**src/rtl/constant_sequencer.sv**
```systemverilog
// constant_sequencer
// Streams a fixed four-word table of 5-bit constants over a valid/ready
// interface, LOOPS passes per accepted start. Words can be inverted, words
// with a non-zero low pair are flagged, and words equal to a compare value
// are counted (saturating).
module constant_sequencer #(
  parameter int unsigned LOOPS = 2  // passes per start, legal range 1..4
) (
  input  logic       clk,
  input  logic       rst,
  input  logic       start,
  input  logic       invert,
  input  logic [4:0] cmp,
  input  logic       ready,
  output logic [4:0] data,
  output logic       valid,
  output logic       low_any,
  output logic       busy,
  output logic       done,
  output logic [3:0] match_cnt
);

  typedef enum logic [1:0] {
    S_IDLE = 2'd0,
    S_SEND = 2'd1,
    S_DONE = 2'd2
  } state_t;

  localparam logic [1:0] LAST_IDX  = 2'd3;
  localparam logic [1:0] LAST_PASS = 2'(LOOPS - 1);
  localparam logic [3:0] CNT_MAX   = 4'd15;
  localparam logic [4:0] LOW_MASK  = 5'b00011;

  state_t     r_state;
  state_t     w_state_nxt;
  logic [1:0] r_idx;
  logic [1:0] w_idx_nxt;
  logic [1:0] r_pass;
  logic [1:0] w_pass_nxt;
  logic       r_inv;
  logic       w_inv_nxt;
  logic [4:0] r_cmp;
  logic [4:0] w_cmp_nxt;
  logic [3:0] r_match_cnt;
  logic [3:0] w_match_cnt_nxt;

  logic [4:0] w_word;
  logic [4:0] w_data;
  logic       w_hs;

  // Constant table lookup by current index.
  always_comb begin
    case (r_idx)
      2'd0:    w_word = 5'd13;
      2'd1:    w_word = 5'b1_0010;
      2'd2:    w_word = 5'h1F;
      default: w_word = 5'b0_0000;
    endcase
  end

  // The presented word is derived from held state, so it is stable under
  // backpressure and keeps the last table output while idle.
  assign w_data = w_word ^ {5{r_inv}};
  assign w_hs   = (r_state == S_SEND) && ready;

  // Next-state and datapath update decisions.
  always_comb begin
    // NOTE: every combinational output gets a default first so no path
    // leaves a signal unassigned, which would otherwise infer a latch.
    w_state_nxt     = r_state;
    w_idx_nxt       = r_idx;
    w_pass_nxt      = r_pass;
    w_inv_nxt       = r_inv;
    w_cmp_nxt       = r_cmp;
    w_match_cnt_nxt = r_match_cnt;

    case (r_state)
      S_IDLE: begin
        if (start) begin
          w_state_nxt     = S_SEND;
          w_inv_nxt       = invert;
          w_cmp_nxt       = cmp;
          w_idx_nxt       = 2'd0;
          w_pass_nxt      = 2'd0;
          w_match_cnt_nxt = 4'd0;
        end
      end

      S_SEND: begin
        if (w_hs) begin
          if ((w_data == r_cmp) && (r_match_cnt != CNT_MAX)) begin
            w_match_cnt_nxt = r_match_cnt + 4'd1;
          end
          if ((r_idx == LAST_IDX) && (r_pass == LAST_PASS)) begin
            // Index stays on the last entry so data keeps the final word.
            w_state_nxt = S_DONE;
          end else begin
            w_idx_nxt = r_idx + 2'd1;
            if (r_idx == LAST_IDX) begin
              w_pass_nxt = r_pass + 2'd1;
            end
          end
        end
      end

      S_DONE: begin
        w_state_nxt = S_IDLE;
      end

      default: begin
        w_state_nxt = S_IDLE;
      end
    endcase
  end

  // State register with asynchronous reset back to the idle configuration.
  always_ff @(posedge clk or posedge rst) begin
    // NOTE: sequential state uses non-blocking assignments so every register
    // samples pre-edge values regardless of statement order.
    if (rst) begin
      r_state     <= S_IDLE;
      r_idx       <= 2'd0;
      r_pass      <= 2'd0;
      r_inv       <= 1'b0;
      r_cmp       <= 5'd0;
      r_match_cnt <= 4'd0;
    end else begin
      r_state     <= w_state_nxt;
      r_idx       <= w_idx_nxt;
      r_pass      <= w_pass_nxt;
      r_inv       <= w_inv_nxt;
      r_cmp       <= w_cmp_nxt;
      r_match_cnt <= w_match_cnt_nxt;
    end
  end

  assign data      = w_data;
  assign valid     = (r_state == S_SEND);
  assign busy      = (r_state == S_SEND) || (r_state == S_DONE);
  assign done      = (r_state == S_DONE);
  assign low_any   = |(w_data & LOW_MASK);
  assign match_cnt = r_match_cnt;

endmodule

```
**config.mk**
```make
export PLATFORM = sky130hd
export DESIGN_NAME = constant_sequencer
export DESIGN_NICKNAME = d
export VERILOG_FILES = /design/src/rtl/constant_sequencer.sv
export SDC_FILE = /design/constraint.sdc
export NUM_CORES = 1
export LEC_CHECK = 0
export CORE_ASPECT_RATIO = 0.5
export CORE_MARGIN = 2
export CORE_UTILIZATION = 30
export DETAILED_ROUTE_END_ITERATION = 8
export PLACE_DENSITY = 0.59
export SLEW_MARGIN = 0
export SYNTH_ARGS = -nofsm -noshare
export SYNTH_HDL_FRONTEND = slang
export SYNTH_SLANG_ARGS = --single-unit
```
**constraint.sdc**
```tcl
create_clock -name clk -period 2.05 [get_ports clk]
set_input_delay 0.3075 -clock clk [delete_from_list [all_inputs] [get_ports clk]]
set_output_delay 0.3075 -clock clk [all_outputs]
set_load 0.1 [all_outputs]
```
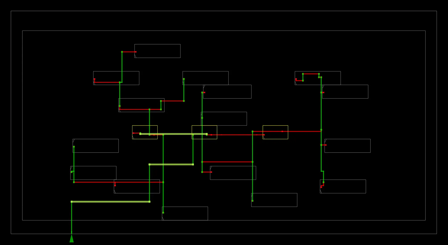
*Clock routing*
clk_lat worst skew: 0.25 ns
Num CTS Buffers: 3
setup clock skew after layout: 0.00209 ns
count of clock-net buffers in the final layout: 3

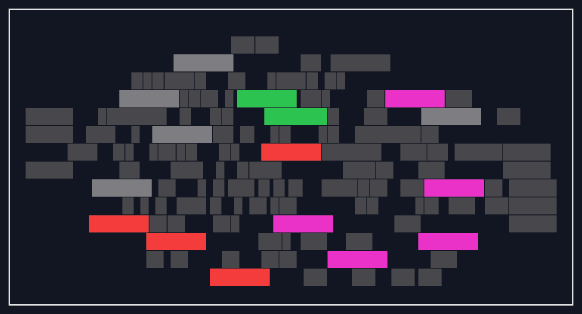
*Sequential cells grouped by signal name*
Other sequential cells in the stronger gray, the rest of the logic in the fainter gray.
legend:
  magenta:
    signal: `r_cmp`
    flops: 5
  green:
    signal: `r_idx`
    flops: 2
  red:
    signal: `match_cnt`
    flops: 4
utilization after layout: 0.479
Sequential Area: 402 um^2

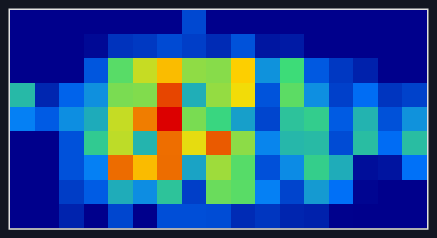
*Wiring heat map*
17 x 9 tiles, from dark blue (low) to red (high), scaled to the fullest tile. Values are wire area over tile area, all layers added.
fullest tile: 0.36
nearly empty tiles: 31%
mean over tiles: 0.089
tiles over half the peak: 19%
emptiest ninth of the die: north-east
densest ninth of the die: center
Total GRT Usage: 0.129
number of vias in the routed layout: 861
routed length per placed instance: 12.8 um
routed wire length: 2200 um

==> qor.yml <==
path_cells: "inv_2 -> ha_4 -> o21a_1 -> buf_6 -> nor2_4 -> buf_12"
final-nonclk-buf-share: 0.231
r2r_slack_ns: 0.11
status: "complete, no violations"
synth_compound_gate_area_share: 0.196
clock-root-buffer: "sky130_fd_sc_hd__clkbuf_8"
async_reset_ff_frac: 1.00
core_area_um2: 3080
clock_path_buffers: 2
die_area_um2: 3830
floorplan.core_util: 0.323
final.setup.tns_ns: 0
gp_routability_congestion: 0.758
mux_share: 0.0778
synthTopLogicFamily: "AND-OR/OR-AND gates"
worst-path-buf-inv: 3
synth.area.top_cells: "sky130_fd_sc_hd__dfrtp_1 40%, sky130_fd_sc_hd__ha_1 10%, sky130_fd_sc_hd__mux2_2 6.8%, sky130_fd_sc_hd__o21ai_0 5.0%, sky130_fd_sc_hd__nand3_1 4.5%"
syn_avg_cell_area_um2: 9.32
cts_max_level: 1
max-cap-violations: 0
port_buffers: 22
hold_buffers: 0
clock_sink_count: 16
synthCells: 107
slew_viol_final: 0
yosys.area_share.adder: 0.100
num_tap_cells: 40
synth_to_layout_area_growth_pct: 48.2
setup_repair_after_global_routing_missed_its_margin: "true"
number_of_filler_instances_in_the_final_layout: 286
dr.first_iter.drc_count: 22
path_max_fanout: 5
worst_slew_pin_slew_ns: 0.645
[placed cells by master, fill, tap and decap left out, types with 3 or more instances in the layout]
cell,netlist,final
sky130_fd_sc_hd__clkbuf_8,0,3
sky130_fd_sc_hd__a21oi_1,5,5
sky130_fd_sc_hd__mux2_2,6,6
sky130_fd_sc_hd__nand3_1,9,9
sky130_fd_sc_hd__o21ai_0,10,9
sky130_fd_sc_hd__clkdlybuf4s50_1,0,9
sky130_fd_sc_hd__nand2_1,8,8
sky130_fd_sc_hd__ha_1,8,5
sky130_fd_sc_hd__o211ai_1,6,6
sky130_fd_sc_hd__buf_12,0,9
sky130_fd_sc_hd__inv_1,12,9
sky130_fd_sc_hd__buf_4,3,8
sky130_fd_sc_hd__ha_4,0,3
sky130_fd_sc_hd__nor2_1,4,3
sky130_fd_sc_hd__dfrtp_1,16,15
[registers in the layout, indices dropped and copies added, names as in the netlist]
name,flops
r_cmp,5
r_inv,1
r_idx,2
r_state,2
match_cnt,4
r_pass,2
[final timing paths]
path | startpoint | end | depth (start not counted)
min reg2reg | r_cmp[1] | r_cmp[1] | 1
max in group asynchronous | rst | r_idx[1] | 2
min in group clk | r_cmp[1] | r_cmp[1] | 1
max reg2reg | r_idx[0] | match_cnt[3] | 7
max | r_idx[0] | data[0] | 6
min | rst | match_cnt[2] | 2
[per-layer routing]
metal	track usage	vias to the layer above	wire, um
li1	-	427	-
met1	0.178	415	1110
met2	0.202	19	992
met3	0.0475	0	96
met4	0.0190	0	0
met5	0	-	0
